Figure 1. Register map, names as in the netlist (run 1).
Scale: 3 px per um. Other sequential cells in the stronger grey, the rest of the logic in the fainter grey.
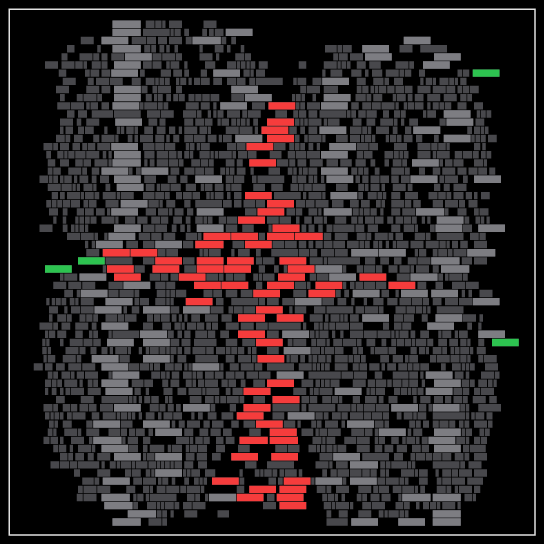
Figure 2. Cell classes on the final placement (run 1).
Scale: 1.5 px per um.
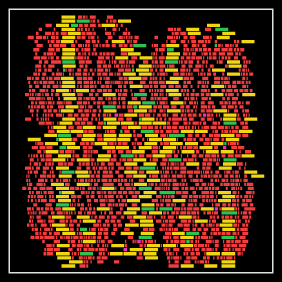
Figure 3. Met3 routing (run 1).
Scale: 2 px per um.
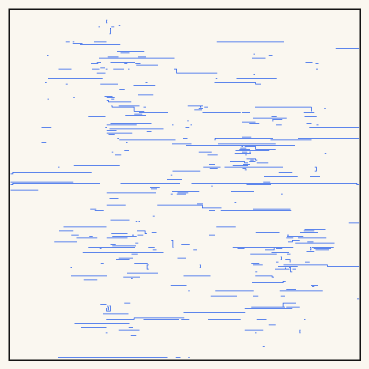
Figure 4. Placed standard cells (run 1).
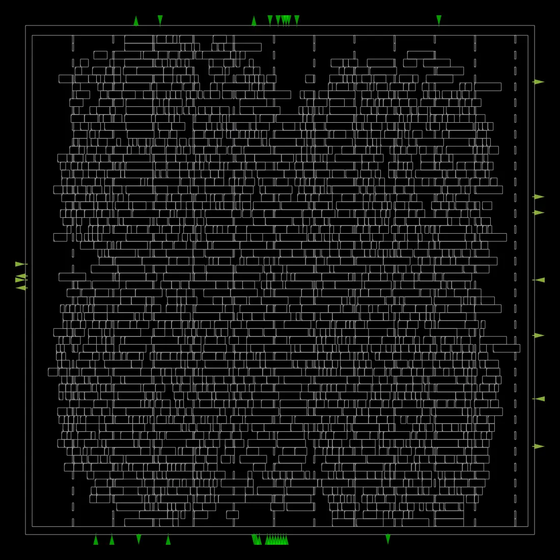
==> config.mk <==
export PLATFORM = sky130hd
export DESIGN_NAME = clk_div_multi
export DESIGN_NICKNAME = d
export VERILOG_FILES = /design/src/rtl/clk_div_multi.sv
export SDC_FILE = /design/constraint.sdc
export NUM_CORES = 1
export LEC_CHECK = 0
export CAP_MARGIN = 10
export CORE_MARGIN = 2
export CORE_UTILIZATION = 60
export DETAILED_ROUTE_END_ITERATION = 10
export DONT_BUFFER_PORTS = 1
export PLACE_DENSITY = 0.84
export SLEW_MARGIN = 20
export SYNTH_ARGS = -nofsm -noshare
export SYNTH_HDL_FRONTEND = slang
export SYNTH_SLANG_ARGS = --single-unit
export TNS_END_PERCENT = 5
==> constraint.sdc <==
create_clock -name i_clk -period 12.2 [get_ports i_clk]
set_clock_uncertainty 0.2 [all_clocks]
set_input_delay 2.44 -clock i_clk [delete_from_list [all_inputs] [get_ports i_clk]]
set_output_delay 2.44 -clock i_clk [all_outputs]
set_load 0.01 [all_outputs]
==> flow_metrics.tcl, run 1 <==
# metrics dict for downstream scripts
set metrics [dict create \
    die-height_um 175 \
    vias_in_the_first_global_route 14500 \
    clkCellAreaFrac 0.0433 \
    n_clock_buffer 35 \
    route.detailed.drc 0 \
    synth.top_cells.by_area "sky130_fd_sc_hd__dfrtp_1 26%, sky130_fd_sc_hd__ha_1 14%, sky130_fd_sc_hd__mux2_2 6.2%" \
    dr_wl_met3_um 2520 \
    netlist_logic_family_top "simple AND/OR/NAND/NOR gates" \
    ctsRootBufferMaster "sky130_fd_sc_hd__clkbuf_16" \
    count_of_cells_along_the_worst_hold_path 1 \
    final_critical_path_setup_slack_ns 3.98 \
    layout_top_cell "sky130_fd_sc_hd__ha_1" \
    cts_made_buffers 23 \
    timing_worst_setup_path_type "flip-flop to flip-flop" \
    die-width_um 175 \
    cts.sink_count 204 \
    post_drt_wl_per_cell_um 19.6 \
    avgSynthCellArea_um2 9.26 \
    comb_share 0.628 \
    dp_hpwl_um 34000 \
    outcome "completed" \
    critPathTopFamily "simple AND/OR/NAND/NOR gates" \
    gpl.final_weighted_congestion 0.931 \
    max-clock-path-buffers 3 \
    reg2reg_depth 27 \
    layout.buffer.nonclock.area_share 0.00243 \
    count_of_warning_messages_emitted_by_the_tools 28 \
    cp.depth 27 \
    synth_cell_types 88 \
    synthXorXnorAreaFrac 0.110 \
    nonClockInverterCount 114 \
    yosysTopAreaCellShare 0.258 \
    post_drt_via_cell_ratio 6.39 \
    layout_top_cells_excl_fill_tap "196 x sky130_fd_sc_hd__ha_1, 180 x sky130_fd_sc_hd__dfrtp_1, 117 x sky130_fd_sc_hd__nor2_1" \
    tritoncts_clock_tree "done" \
]
-- Figure 1 (at the start) --
colour	signal	flops
green	`g_ch.u_lane.o_tick`	4
red	`g_ch.u_lane.pend_r`	64
Storage cell area: 5130 um^2
post-layout util: 0.646
sequential portion of the cell area: 0.277

-- Figure 2 (at the start) --
colour	class	cells	share of their area
yellow	flip-flops	204	28%
red	all other logic	1625	67%
magenta	other buffers and delay cells	6	0.25%
green	clock drivers and dummy loads	42	4.4%
core footprint: 28700 um^2
total number of placement rows: 62

-- Figure 3 (at the start) --
main direction	horizontal
longest straight run	82.6 um
share of all routed wire	5.7%
via count: 14400
final wirelength: 44400 um
global routing usage on met3: 0.0398

-- Figure 4 (at the start) --
num sequential: 204
fill count: 2268
well tap count: 384
Finished Layout Cells: 2261

## run 1: cells in the mapped netlist, types with 6 or more instances
library cell                number
sky130_fd_sc_hd__nor2b_1        15
sky130_fd_sc_hd__or3_1          20
sky130_fd_sc_hd__nor4_1         20
sky130_fd_sc_hd__inv_2           7
sky130_fd_sc_hd__nor3b_1        27
sky130_fd_sc_hd__nand4_1        44
sky130_fd_sc_hd__nand2b_1       17
sky130_fd_sc_hd__xor2_1        107
sky130_fd_sc_hd__nor2_1        117
sky130_fd_sc_hd__a21oi_1        88
sky130_fd_sc_hd__mux2_2         97
sky130_fd_sc_hd__nand2_1       108
sky130_fd_sc_hd__and4_1          9
sky130_fd_sc_hd__o21ai_0        79
sky130_fd_sc_hd__o21a_1         18
sky130_fd_sc_hd__o211ai_1        8
sky130_fd_sc_hd__o2111ai_1       7
sky130_fd_sc_hd__buf_1           7
sky130_fd_sc_hd__a2111oi_0       9
sky130_fd_sc_hd__buf_2           9
sky130_fd_sc_hd__o221ai_1        9
sky130_fd_sc_hd__nor3_1         63
sky130_fd_sc_hd__nand3_1        54
sky130_fd_sc_hd__a21o_1         40
sky130_fd_sc_hd__ha_1          196
sky130_fd_sc_hd__or2_2          13
sky130_fd_sc_hd__clkbuf_1       28
sky130_fd_sc_hd__mux2i_1        51
sky130_fd_sc_hd__xnor2_1       112
sky130_fd_sc_hd__a31oi_1         8
sky130_fd_sc_hd__dfrtp_1       180
sky130_fd_sc_hd__inv_1         106
sky130_fd_sc_hd__dfstp_2        24
sky130_fd_sc_hd__o22ai_1        39
sky130_fd_sc_hd__buf_4          12
sky130_fd_sc_hd__nand3b_1        9
sky130_fd_sc_hd__a211oi_1        7
sky130_fd_sc_hd__o2bb2ai_1       6
sky130_fd_sc_hd__o21bai_1        7
==> run 2, diff against run 1 <==
- clock period: 12.2 -> 7.64 ns (I/O delays scaled with it)
Figure 5. Cell classes on the final placement (run 2).
Scale: 1.5 px per um.
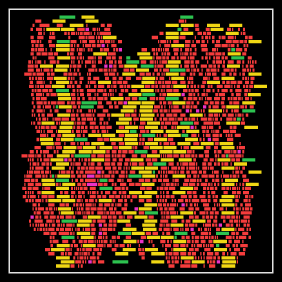
sequential portion of the cell area: 0.270
Design Area, Final: 19000 um^2
post-layout util: 0.663

==> run 2 against run 1 <==
Against the previous run: synthesized cell count unchanged; non-clock buffer count increased by 21; sequential share of layout area down 0.69 points; worst setup slack lost 3.7 ns; synthesized area unchanged; cell count rose by 1.0%; critical endpoint unchanged.
==> flow_metrics.tcl, run 2 <==
# metrics dict for downstream scripts
set metrics [dict create \
    outcome "completed" \
    met3_usage 0.0405 \
    die-width_um 175 \
    timing_worst_setup_path_type "flip-flop to flip-flop" \
    die-height_um 175 \
    placeableCoreArea_um2 28700 \
    synthTopCellsByCount "196 x sky130_fd_sc_hd__ha_1, 180 x sky130_fd_sc_hd__dfrtp_1, 117 x sky130_fd_sc_hd__nor2_1, 112 x sky130_fd_sc_hd__xnor2_1, 108 x sky130_fd_sc_hd__nand2_1" \
    avgSynthCellArea_um2 9.26 \
    vias 14600 \
    layout_top_cells_excl_fill_tap "194 x sky130_fd_sc_hd__ha_1, 177 x sky130_fd_sc_hd__dfrtp_1, 116 x sky130_fd_sc_hd__nor2_1" \
    count_of_cells_along_the_worst_hold_path 1 \
    cts_made_buffers 24 \
    synth.top_cells.by_area "sky130_fd_sc_hd__dfrtp_1 26%, sky130_fd_sc_hd__ha_1 14%, sky130_fd_sc_hd__mux2_2 6.2%" \
    most_common_cell "sky130_fd_sc_hd__ha_1" \
    std_cell_rows 62 \
    filler_cell_count 2173 \
    max-clock-path-buffers 3 \
    gpl.final_weighted_congestion 0.943 \
    tritoncts_clock_tree "done" \
]
## run 2: cell counts after synthesis
Identical to the previous run, type by type.
## run 2: worst max-delay path: cells and delay by family (launching register included)
kind	cells	cell delay, ns
AND-OR/OR-AND	7	1.50
XOR/XNOR	2	0.27
adder cells (fa/ha/maj)	3	1.01
buffers and inverters	3	0.48
flip-flops	1	0.46
AND/OR/NAND/NOR	13	3.29
## run 2: area by class of cell
type,count,area [um^2],area share
Multi-Input combinational cell,1511,11800,0.623
Sequential cell,204,5140,0.270
Clock buffer,29,639,0.0336
Tap cell,384,480,0.0253
Inverter,114,428,0.0225
Clock inverter,15,265,0.0139
Timing Repair Buffer,27,223,0.0117
## run 2: kinds of logic after synthesis
logic type,after synthesis,synth area share
AND/OR/NAND/NOR,555,0.168
AND-OR/OR-AND,383,0.147
XOR/XNOR,219,0.110
flip-flops,204,0.294
adder cells (fa/ha/maj),200,0.145
buffers and inverters,173,0.0413
multiplexers,154,0.0956
## run 2: layer usage
metal,wire [um],up-vias,part of all wire
met2,22100,504,0.49
met4,1540,0,0.034
met1,19400,7115,0.43
met3,2500,111,0.055
li1,-,6902,-
met5,0,-,0
## run 2: per-stage QoR
step	cells	setup TNS (ns)
2_1_floorplan	1888	0
3_3_place_gp	2233	0
3_5_place_dp	2233	-0.0296
4_1_cts	2277	0
5_1_grt	2284	-0.124
6_report	2284	0
